===== src/rtl/dmem_initiator.sv =====
// Data-memory request master: one read/write at a time, one-hot chip select, fixed read latency.
// Optional macro DMEM_INIT_ERR_EN adds rsp_err and rejects out-of-range addresses without touching memory.
module dmem_initiator #(
   parameter int ADDR_W     = 32,
   parameter int DATA_W     = 32,
   parameter int NUM_CHIPS  = 4,
   parameter int CHIP_WORDS = 16,
   parameter int READ_LAT   = 1
) (
   input  logic                 clk,
   input  logic                 reset,
   input  logic                 req_valid,
   output logic                 req_ready,
   input  logic                 req_write,
   input  logic [ADDR_W-1:0]    req_addr,
   input  logic [DATA_W-1:0]    req_wdata,
   output logic                 rsp_valid,
   input  logic                 rsp_ready,
   output logic                 rsp_write,
   output logic [DATA_W-1:0]    rsp_rdata,
   output logic [ADDR_W-1:0]    mem_addr,
   output logic                 mem_enable,
   output logic [NUM_CHIPS-1:0] mem_chip_sel,
   output logic [DATA_W-1:0]    mem_dataIn,
   output logic                 mem_readwrite,
   input  logic [DATA_W-1:0]    mem_dataOut,
   output logic                 busy
`ifdef DMEM_INIT_ERR_EN
   ,
   output logic                 rsp_err
`endif
);

   localparam int CW_B = $clog2(CHIP_WORDS);
   localparam int NC_B = $clog2(NUM_CHIPS);

   localparam logic [1:0] S_IDLE  = 2'd0;
   localparam logic [1:0] S_ISSUE = 2'd1;
   localparam logic [1:0] S_WAIT  = 2'd2;
   localparam logic [1:0] S_RESP  = 2'd3;

   logic [1:0] state;
   logic [2:0] lat_cnt;

`ifdef DMEM_INIT_ERR_EN
   logic out_of_range;
   assign out_of_range = (req_addr >= ADDR_W'(NUM_CHIPS * CHIP_WORDS));
`endif

   assign req_ready  = (state == S_IDLE);
   assign rsp_valid  = (state == S_RESP);
   assign busy       = (state != S_IDLE);
   assign mem_enable = (state == S_ISSUE);

   always_ff @(posedge clk) begin
      if (!reset) begin
         state         <= S_IDLE;
         lat_cnt       <= '0;
         rsp_write     <= 1'b0;
         rsp_rdata     <= '0;
         mem_addr      <= '0;
         mem_chip_sel  <= '0;
         mem_dataIn    <= '0;
         mem_readwrite <= 1'b0;
`ifdef DMEM_INIT_ERR_EN
         rsp_err       <= 1'b0;
`endif
      end else begin
         case (state)
            S_IDLE: begin
               if (req_valid) begin
                  // Memory-side outputs are latched here so they stay stable through WAIT and RESP.
                  mem_readwrite <= req_write;
                  mem_addr      <= req_addr & ADDR_W'(CHIP_WORDS - 1);
                  mem_chip_sel  <= NUM_CHIPS'(1) << req_addr[CW_B +: NC_B];
                  mem_dataIn    <= req_wdata;
                  rsp_write     <= req_write;
                  rsp_rdata     <= '0;
                  state         <= S_ISSUE;
`ifdef DMEM_INIT_ERR_EN
                  rsp_err       <= out_of_range;
                  if (out_of_range) begin
                     state <= S_RESP;
                  end
`endif
               end
            end
            S_ISSUE: begin
               if (mem_readwrite) begin
                  state <= S_RESP;
               end else begin
                  lat_cnt <= 3'(READ_LAT);
                  state   <= S_WAIT;
               end
            end
            S_WAIT: begin
               lat_cnt <= lat_cnt - 3'd1;
               if (lat_cnt == 3'd1) begin
                  rsp_rdata <= mem_dataOut;
                  state     <= S_RESP;
               end
            end
            S_RESP: begin
               if (rsp_ready) begin
                  state <= S_IDLE;
               end
            end
            default: state <= S_IDLE;
         endcase
      end
   end

endmodule

===== config.mk =====
export PLATFORM = sky130hd
export DESIGN_NAME = dmem_initiator
export DESIGN_NICKNAME = d
export VERILOG_FILES = /design/src/rtl/dmem_initiator.sv
export SDC_FILE = /design/constraint.sdc
export NUM_CORES = 1
export LEC_CHECK = 0
export ABC_AREA = 1
export CAP_MARGIN = 25
export CORE_UTILIZATION = 40
export DETAILED_ROUTE_END_ITERATION = 8
export GPL_TIMING_DRIVEN = 0
export PLACE_DENSITY = 0.82
export RECOVER_POWER = 25
export SYNTH_ARGS = -nofsm -noshare
export SYNTH_HDL_FRONTEND = slang
export SYNTH_SLANG_ARGS = --single-unit
export TNS_END_PERCENT = 10

===== constraint.sdc =====
create_clock -name clk -period 4 [get_ports clk]
set_input_delay 1 -clock clk [delete_from_list [all_inputs] [get_ports clk]]
set_output_delay 1 -clock clk [all_outputs]
set_load 0.1 [all_outputs]

### The metal 1 layer

Scale bar: 20 microns. Cells faint in the background.
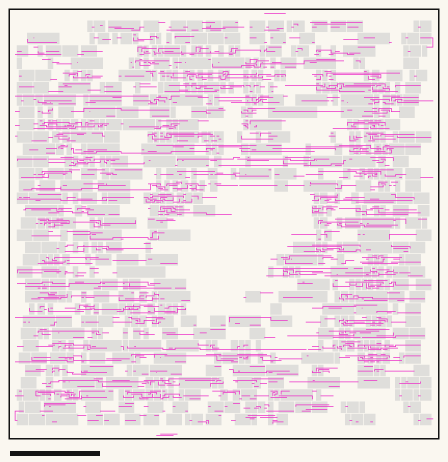
share of all routed wire: 41%
nets with wire on the layer: 643

### Signal wires on met2

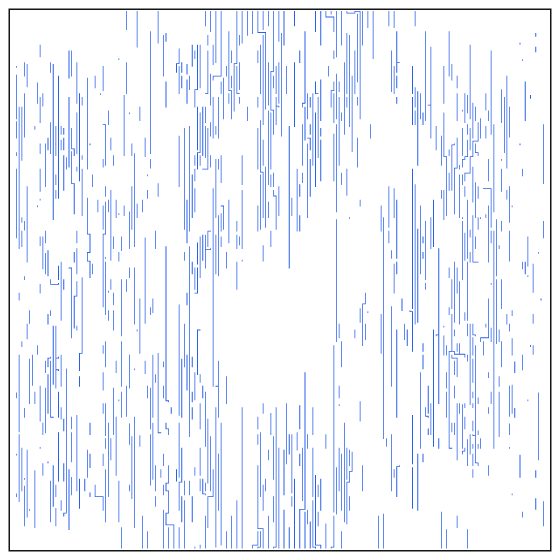
share of all routed wire: 47%
longest straight run: 38.8 microns
DR vias: 3505
total wire length: 8.97 mm
grt met2 use: 0.361

==> writeup.txt <==
The run finished with clean final reports. The critical path buffer and inverter count came out at 3. According to the Yosys statistics, the synthesized design has a chip area of 3440 sq um. The worst-case reg-to-reg setup slack stands at 1.69 ns. For the logic gate share of total power, the log shows 0.644. Counting every sink on the clock net gives 78. Per the CTS log, the maximum H-tree level is 3. The worst setup path is of the reg -> out kind. The tools report the sort of element at the start of the critical path as a flop. Sequential cells consume a total of 1.13 mW. The clock-cell share of area was 0.0438. With the final-layout setup total negative slack at 0 ns, the share of power burned in the clock network is 0.135. In this run, synthesis inferred 0 flip-flops with an integrated enable. Buffer count excluding the clock tree in the final layout: 207.

The floorplan report gives the top-level pin count as 207. The worst setup path is captured at an output port. Sequential portion of the cell area: 0.291. With the power density over the cells at 950 nW/um^2, the number of remaining DRC errors is 0. Compared with the post-synthesis result, the final layout area differs by 56.1%. For the instance count of the mapped netlist, the log shows 488.

For this run, the script counts the antenna cells in the layout as 0. Yosys mapped the design onto 21 distinct sky130hd cell types. The chip area was 8970 sq um; the number of input and output port buffers inserted was 151. The cell sequence reported for the critical path is inv_1 -> ha_1 -> inv_2 -> clkdlybuf4s50_1. The final layout contains a sequential cell count of 78. Along the worst path, the maximum fanout reaches 6.

Destination of the worst hold path: mem_chip_sel[0]$_SDFFE_PN0P_. The logs give 0.321 for the relative max-transition margin and 0.221 for the sequential share of power. In the log, the iteration count for the first detailed-route pass is 4. Number of warnings in the stage logs: 56.

For the total of clock buffers placed in the layout, the log shows 9. With the total number of placement rows at 33, the worst endpoint required time is 3.00 ns. In the final report, the number of hold violations comes to 0. The combinational family with the most area after synthesis was simple AND/OR/NAND/NOR gates. Hold analysis shows the worst path with a depth of 2. TritonCTS built the clock tree.

The and-or/or-and share of the synthesized area was 0.0768; the initial antenna violation count was 0. For the worst reg-to-reg path, the endpoint reported by OpenROAD is rsp_rdata[4]$_SDFFE_PN0P_. The worst-margin pin slew came out at 1.01 ns.
### M3 wires

Scale bar: 20 microns.
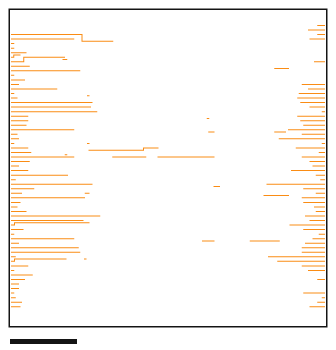
wire length on this layer: 923 microns
longest straight run: 26.4 microns
nets with wire on the layer: 119
main direction: horizontal
share of all routed wire: 10%
met3 demand-to-capacity share in global routing: 0.0684

## sequential cells by signal, indices dropped and copies added (netlist names)
register and count:
rsp_rdata 32, mem_readwrite 1, mem_chip_sel 4, mem_dataIn 32, mem_addr 4, state 2, lat_cnt 3
## logic make-up after synthesis
kind of cell | Yosys count
simple gates | 266
fa+ha+maj | 6
buf+inv | 86
compound gates | 51
other cells | 1
flops | 78
## per-stage QoR
stage / hold slack [ns] / util / setup slack [ns] / power, mW / instances
after floorplan: 0.444 / - / 1.16 / 3.77 / 515
after global placement: 0.451 / 0.628 / 0.996 / 4.43 / 771
after detailed placement: 0.462 / 0.628 / 0.965 / 4.50 / 771
after CTS: 0.474 / 0.656 / 0.576 / 5.20 / 786
after global routing: 0.495 / 0.650 / 0.533 / 5.39 / 786
final: 0.467 / 0.650 / 0.609 / 5.10 / 786
No activity file was given, so power comes from the tool's default toggle rates.
